run_1/placement.png
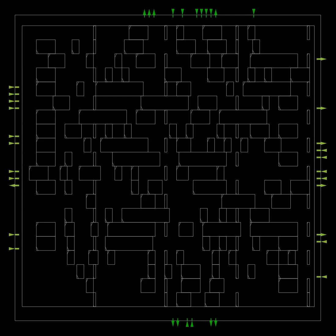
run_1/flops_by_reg.png
Scale bar: 20 µm. Other sequential cells in the stronger grey, the rest of the logic in the fainter grey.
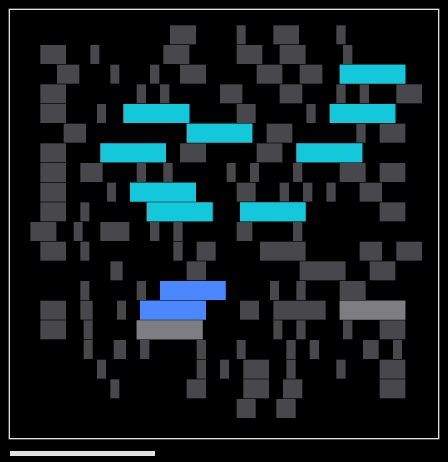
run_1/wires.png
Scale bar: 20 µm.
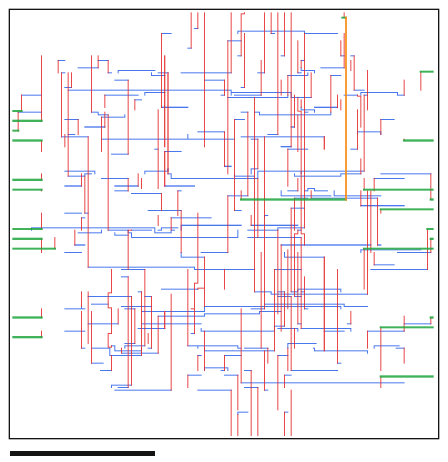
--- src/rtl/stream_arb_pkg.sv ---
// Shared types and helpers for the stream arbiter path.
//   state_e         : lock FSM state (IDLE / LOCKED)
//   onehot_lowest   : keeps only the lowest set bit of a request/grant vector
//   onehot_to_idx   : binary index of a one-hot vector
// Helpers operate on MAX_STREAMS-wide vectors; callers size-cast in and out.
package stream_arb_pkg;

    localparam int MAX_STREAMS = 32;
    localparam int MAX_IDX_W   = $clog2(MAX_STREAMS);

    typedef enum logic [0:0] {
        IDLE   = 1'b0,
        LOCKED = 1'b1
    } state_e;

    // v & -v isolates the lowest set bit; zero stays zero.
    function automatic logic [MAX_STREAMS-1:0] onehot_lowest(input logic [MAX_STREAMS-1:0] v);
        return v & (~v + 1'b1);
    endfunction

    // OR of the indices of all set bits: exact for one-hot, 0 for zero.
    function automatic logic [MAX_IDX_W-1:0] onehot_to_idx(input logic [MAX_STREAMS-1:0] v);
        logic [MAX_IDX_W-1:0] idx;
        idx = '0;
        for (int i = 0; i < MAX_STREAMS; i++) begin
            if (v[i]) idx = idx | MAX_IDX_W'(i);
        end
        return idx;
    endfunction

endpackage

--- src/rtl/stream_out_reg.sv ---
// Single-entry valid/ready register stage.
//   clk, rst_n   : clock, asynchronous active-low reset
//   i_load       : accept i_data this cycle (caller only loads when o_can_load)
//   i_data       : payload to capture
//   i_ready      : downstream ready
//   o_valid      : registered valid
//   o_data       : registered payload, held while o_valid & !i_ready
//   o_can_load   : stage is empty or being popped this cycle
module stream_out_reg #(
    parameter int PW = 9
) (
    input  logic          clk,
    input  logic          rst_n,
    input  logic          i_load,
    input  logic [PW-1:0] i_data,
    input  logic          i_ready,
    output logic          o_valid,
    output logic [PW-1:0] o_data,
    output logic          o_can_load
);

    logic          r_valid;
    logic [PW-1:0] r_data;

    always_ff @(posedge clk or negedge rst_n) begin
        if (!rst_n) begin
            r_valid <= 1'b0;
            r_data  <= '0;
        end else if (i_load) begin
            r_valid <= 1'b1;
            r_data  <= i_data;
        end else if (i_ready) begin
            r_valid <= 1'b0;
        end
    end

    // A pop and a new load may coincide, giving full throughput.
    assign o_can_load = !r_valid || i_ready;
    assign o_valid    = r_valid;
    assign o_data     = r_data;

endmodule

--- src/rtl/stream_grant_mux.sv ---
// Downstream stage of the stream arbiter: exposes requests to the external
// priority arbiter, latches its grant at packet start, holds the lock until
// the s_last beat transfers, and forwards the locked stream through a
// registered valid/ready stage.
// Ports:
//   clk, rst_n        : clock, asynchronous active-low reset
//   s_valid/s_data/s_last/s_ready : per-stream inputs, stream i data on
//                       s_data[i*T_DATA_WIDTH +: T_DATA_WIDTH]
//   req               : requests to arbiter (IDLE only)
//   grant             : one-hot or zero grant from arbiter
//   m_valid/m_data/m_last/m_ready : registered output stream
//   m_id              : source stream index (only with STREAM_MUX_ID_EN)
// Build option: define STREAM_MUX_ID_EN to add the m_id output.
// STREAM_COUNT must not exceed stream_arb_pkg::MAX_STREAMS.
module stream_grant_mux
    import stream_arb_pkg::*;
#(
    parameter int STREAM_COUNT = 2,
    parameter int T_DATA_WIDTH = 8
) (
    input  logic                                 clk,
    input  logic                                 rst_n,
    input  logic [STREAM_COUNT-1:0]              s_valid,
    input  logic [STREAM_COUNT*T_DATA_WIDTH-1:0] s_data,
    input  logic [STREAM_COUNT-1:0]              s_last,
    output logic [STREAM_COUNT-1:0]              s_ready,
    output logic [STREAM_COUNT-1:0]              req,
    input  logic [STREAM_COUNT-1:0]              grant,
    output logic                                 m_valid,
    output logic [T_DATA_WIDTH-1:0]              m_data,
    output logic                                 m_last,
`ifdef STREAM_MUX_ID_EN
    output logic [$clog2(STREAM_COUNT)-1:0]      m_id,
`endif
    input  logic                                 m_ready
);

    state_e                  r_state;
    logic [STREAM_COUNT-1:0] r_sel;

    logic [STREAM_COUNT-1:0] w_grant_lo;
    logic [T_DATA_WIDTH-1:0] w_data;
    logic                    w_last;
    logic                    w_xfer;
    logic                    w_can_load;

    // Illegal multi-hot grant resolves to its lowest set bit.
    assign w_grant_lo = STREAM_COUNT'(onehot_lowest(MAX_STREAMS'(grant)));

    always_ff @(posedge clk or negedge rst_n) begin
        if (!rst_n) begin
            r_state <= IDLE;
            r_sel   <= '0;
        end else begin
            case (r_state)
                IDLE: begin
                    if (|grant) begin
                        r_sel   <= w_grant_lo;
                        r_state <= LOCKED;
                    end
                end
                LOCKED: begin
                    // Lock persists through any s_valid gap until the last beat moves.
                    if (w_xfer && w_last) begin
                        r_sel   <= '0;
                        r_state <= IDLE;
                    end
                end
            endcase
        end
    end

    // req is masked by rst_n so the arbiter sees no request while reset is held.
    always_comb begin
        req     = '0;
        s_ready = '0;
        if (r_state == IDLE) req     = s_valid & {STREAM_COUNT{rst_n}};
        else                 s_ready = r_sel & {STREAM_COUNT{w_can_load}};
    end

    assign w_xfer = |(s_valid & s_ready);
    assign w_last = |(s_last & r_sel);

    // One-hot AND-OR mux; r_sel is zero in IDLE so the mux output is zero.
    always_comb begin
        w_data = '0;
        for (int i = 0; i < STREAM_COUNT; i++) begin
            w_data = w_data | (s_data[i*T_DATA_WIDTH +: T_DATA_WIDTH] & {T_DATA_WIDTH{r_sel[i]}});
        end
    end

`ifdef STREAM_MUX_ID_EN
    localparam int IDW = $clog2(STREAM_COUNT);
    localparam int PW  = T_DATA_WIDTH + 1 + IDW;
    logic [IDW-1:0] w_idx;
    assign w_idx = IDW'(onehot_to_idx(MAX_STREAMS'(r_sel)));
`else
    localparam int PW  = T_DATA_WIDTH + 1;
`endif

    logic [PW-1:0] w_payload;
    logic [PW-1:0] w_q;

`ifdef STREAM_MUX_ID_EN
    assign w_payload = {w_idx, w_last, w_data};
    assign {m_id, m_last, m_data} = w_q;
`else
    assign w_payload = {w_last, w_data};
    assign {m_last, m_data} = w_q;
`endif

    stream_out_reg #(.PW(PW)) u_out (
        .clk        (clk),
        .rst_n      (rst_n),
        .i_load     (w_xfer),
        .i_data     (w_payload),
        .i_ready    (m_ready),
        .o_valid    (m_valid),
        .o_data     (w_q),
        .o_can_load (w_can_load)
    );

    a_grant_onehot: assert property (@(posedge clk) disable iff (!rst_n)
        (r_state == IDLE && grant != '0) |-> $onehot(grant));

endmodule

--- config.mk ---
export PLATFORM = sky130hd
export DESIGN_NAME = stream_grant_mux
export DESIGN_NICKNAME = d
export VERILOG_FILES = /design/src/rtl/stream_arb_pkg.sv /design/src/rtl/stream_out_reg.sv /design/src/rtl/stream_grant_mux.sv
export SDC_FILE = /design/constraint.sdc
export NUM_CORES = 1
export LEC_CHECK = 0
export ABC_AREA = 1
export CELL_PAD_IN_SITES_DETAIL_PLACEMENT = 2
export CELL_PAD_IN_SITES_GLOBAL_PLACEMENT = 2
export CORE_UTILIZATION = 21
export DETAILED_ROUTE_END_ITERATION = 8
export GPL_ROUTABILITY_DRIVEN = 1
export PLACE_DENSITY_LB_ADDON = 0.1
export SLEW_MARGIN = 30
export SYNTH_ARGS = -nofsm -noshare
export SYNTH_HDL_FRONTEND = slang
export SYNTH_SLANG_ARGS = --single-unit
export TNS_END_PERCENT = 50
--- constraint.sdc ---
create_clock -name clk -period 2.05 [get_ports clk]
set_input_delay 0.41 -clock clk [delete_from_list [all_inputs] [get_ports clk]]
set_output_delay 0.41 -clock clk [all_outputs]
set_load 0.03 [all_outputs]
==> results.cfg, run 1 <==
; flow metrics
[pwr]
power_leakage_nw = 0.5642
p_per_area_nw_per_um2 = 1232
pg_clk_uw = 158
sw_frac_of_total_pct = 46.09
p_switching_uw = 649.3
p_comb_uw = 783
internal-power_uw = 759.6
seqPwrFrac_pct = 33.2
peakVddDrop_uv = 340.3
power_leader = combinational logic

[place]
gp_congestion = 0.6837
portBuffers = 38
dpl_worst_slack_ns = 0.2614

[final_layout]
drive_gt1_share_pct = 13.71
final_layout_top_logic_cell = nand2_1
clk_share_pct = 2.298
n_all_buffers = 40
nets = 150
largestClassByArea = buffers
area_growth_pct = 66.48
final_area_um2 = 1144
largest_reg_flops = 9
antenna_cells = 0
mi_logic_area_um2 = 326.6
instances_no_fill = 168

[synth]
synth-edff-count = 0
aoi_share_pct = 10.93
synth.cell_area_um2 = 686.9
top_area_cell = dfrtp_1
synth.avg_cell_area_um2 = 8.377
yosysSeqAreaShare_pct = 47.36
synthMuxAreaShare_pct = 0
top_cells_by_area = dfrtp_1 47%, nand2_1 22%, a22o_1 10%, nand3_4 5.1%, nand2_8 2.9%
async_flop_share_pct = 100.0
ys_types = 14
ys_top_logic_family = simple AND/OR/NAND/NOR gates
synthCells = 82
ys_sh_xor_pct = 0
fa_ha_area_share_pct = 0
yosysWarnings = 0

[min_path]
hold_path_depth = 2
min_from = u_out.o_data[2]$_DFFE_PN0P_

[drt]
drcViolationCount = 0
drt-initial-drc-count = 15
drt-total-wl_um = 1999
top_layer = met4
vias = 715
post_drt_via_cell_ratio = 4.256

[global_routing]
met3_usage_pct = 1.965
grt.met2_usage_pct = 21.83
grt.total_usage_pct = 12.26
grt_pass1_vias = 696
grtUsageMet1_pct = 13.94
grt_pass1_wl_um = 3111
antenna_found_initial = 0

[die]
initial_core_util_pct = 22.32
core_area_um2 = 3078
die_w_um = 59.19
die-area_um2 = 3503
fp.dieH_um = 59.19

[critical_path]
startpoint = m_ready
ff2ff_path_depth = 7
r2r_setup_slack_ns = 0.65
cp.depth = 6
cp_num_buf_inv = 4
crit_required_ns = 1.64
path_class = input port to primary output
crit_top_cell = inv_1
path_max_fanout = 4
cp-end-kind = primary output
r2r_start = r_sel[0]$_DFFE_PN0P_
r2r_end = r_sel[1]$_DFFE_PN0P_

[clocking]
cts_tree = built
cts_root_buffer = clkbuf_4
h-tree-depth = 1
ctsHoldBuffers = 0
post-cts-setup-buffers = 0

[timing]
max_slew_margin_pct = 71.87
fmax_ghz = 0.5650
rsz0062_at_grt = false
timing.final.hold_violations = 0
hold_slack_ns = 0.4767
finalSetupViolations = 0
tightest_slew_ns = 0.4220
slew_viol_final = 0

[run]
drv_cap = 0
warning_count = 26

[status]
status = finished clean
## Picture notes: placement.png
Fillers: 386
flop count: 13
tapcell count: 44
final core occ: 37.15%

## Picture notes: flops_by_reg.png
legend:
  blue:
    signal: r_sel
    sequential_cells: 2
  cyan:
    signal: u_out.o_data
    sequential_cells: 9
not coloured: 2
seq pwr: 468 µW
register area: 325.3 µm²
Seq/total area: 28.45%

## Picture notes: wires.png
legend:
  red:
    layer: metal 2
    wire_length: 1040 µm
  green:
    layer: metal 3
    wire_length: 101 µm
  orange:
    layer: metal 4
    wire_length: 25.2 µm
  blue:
    layer: metal 1
    wire_length: 838 µm

run_1/logic_types.png
Scale bar: 20 µm.
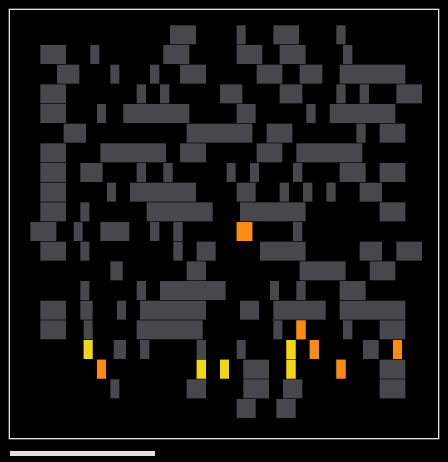

## Run 2: what changed since run 1
--- a/config.mk
+++ b/config.mk
@@ -8,10 +8,12 @@
 export ABC_AREA = 1
 export CELL_PAD_IN_SITES_DETAIL_PLACEMENT = 2
 export CELL_PAD_IN_SITES_GLOBAL_PLACEMENT = 2
+export CORE_MARGIN = 4
 export CORE_UTILIZATION = 21
 export DETAILED_ROUTE_END_ITERATION = 8
 export GPL_ROUTABILITY_DRIVEN = 1
 export PLACE_DENSITY_LB_ADDON = 0.1
+export SETUP_SLACK_MARGIN = 0.4
 export SLEW_MARGIN = 30
 export SYNTH_ARGS = -nofsm -noshare
 export SYNTH_HDL_FRONTEND = slang
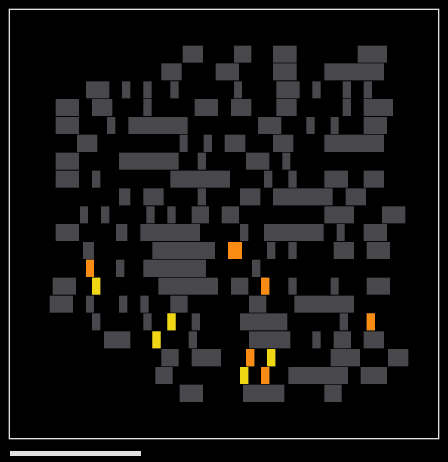
run_2/logic_types.png
Scale bar: 20 µm.
legend:
  orange:
    family: inv cells
    cells: 6
  yellow:
    family: nor cells
    cells: 5
logic share of the area: 28.53%
Layout Cells excl Fill: 169
Commonest Layout Cell: nand2_1

==> run 2 against run 1 <==
Against the previous run:
- clock power about the same
- sequential power about the same
- clock-buffer cell count unchanged
- critical endpoint is now m_data[4]
- synthesized cell count unchanged
- combinational power down 2%
- register-to-register slack better by 0.14 ns
- fmax up 4.2%
- hold slack worse by 0.34 ns
- via count up 1.3%
- worst setup slack better by 0.071 ns
==> results.cfg, run 2 <==
; flow metrics
[synth]
synthMuxAreaShare_pct = 0
fa_ha_area_share_pct = 0
yosysSeqAreaShare_pct = 47.36
ys_types = 14
async_flop_share_pct = 100.0
synthCells = 82
top_cells_by_area = dfrtp_1 47%, nand2_1 22%, a22o_1 10%, nand3_4 5.1%, nand2_8 2.9%
aoi_share_pct = 10.93
ys_top_logic_family = simple AND/OR/NAND/NOR gates
top_area_cell = dfrtp_1
synth.avg_cell_area_um2 = 8.377
ys_sh_xor_pct = 0
synth.cell_area_um2 = 686.9
synth-edff-count = 0
yosysWarnings = 0

[critical_path]
path_class = flop to primary output
r2r_end = r_sel[0]$_DFFE_PN0P_
startpoint = u_out.o_data[4]$_DFFE_PN0P_
cp-end-kind = primary output
ff2ff_path_depth = 7
r2r_setup_slack_ns = 0.79
cp_num_buf_inv = 1
critical_path_arrival_ns = 1.29
crit_required_ns = 1.64
path_max_fanout = 2
cp.depth = 1
r2r_start = r_sel[0]$_DFFE_PN0P_

[global_routing]
grt.met2_usage_pct = 20.48
grt-ovfl-total = 0
antenna_found_initial = 0
grt.total_usage_pct = 11.68
met3_usage_pct = 3.077
grtUsageMet1_pct = 12.75
grt_pass1_vias = 794
grt_pass1_wl_um = 3719

[run]
warning_count = 28
drv_cap = 0

[drt]
wl_met1_um = 909
vias = 724
drt-initial-drc-count = 17
drcViolationCount = 0
top_layer = met4
post_drt_via_cell_ratio = 4.284

[place]
portBuffers = 38
dpl_worst_slack_ns = 0.2426

[clocking]
cts_buffer_depth = 2
ctsHoldBuffers = 0
h-tree-depth = 1
cts_root_buffer = clkbuf_4
cts.sinks = 13
cts_tree = built

[pwr]
sw_frac_of_total_pct = 47.37
p_switching_uw = 660.4
p_comb_uw = 765
p_seq_uw = 467
p_per_area_nw_per_um2 = 1199
internal-power_uw = 733.8
pg_clk_uw = 161
power_leader = combinational logic
seqPwrFrac_pct = 33.5
peakVddDrop_uv = 291.6
power_leakage_nw = 0.6545

[die]
die-area_um2 = 4250
fp.dieH_um = 65.19
nWellTaps = 44
initial_core_util_pct = 22.14
die_w_um = 65.19

[final_layout]
clk_share_pct = 2.261
n_all_buffers = 41
antenna_cells = 0
largestClassByArea = buffers
drive_gt1_share_pct = 16.80
nets = 151
final_cell_mix = 40 x nand2_1, 22 x clkdlybuf4s50_1, 11 x dfrtp_1, 8 x a22o_1
flop_area_um2 = 327.8
area_growth_pct = 69.22
fillers = 386
largest_reg_flops = 9
seq_cells = 13

[timing]
hold_slack_ns = 0.1318
tightest_slew_ns = 0.3832
timing.final.hold_violations = 0
rsz0062_at_grt = true
max_slew_margin_pct = 74.19
finalSetupViolations = 0

[status]
status = finished clean
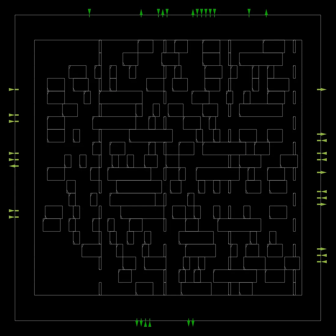
run_2/placement.png
Seq/total area: 28.20%
Cell Rows: 20
CORE AREA: 3103 µm²
final core occ: 37.46%

Power is estimated from default activity; no workload was simulated.
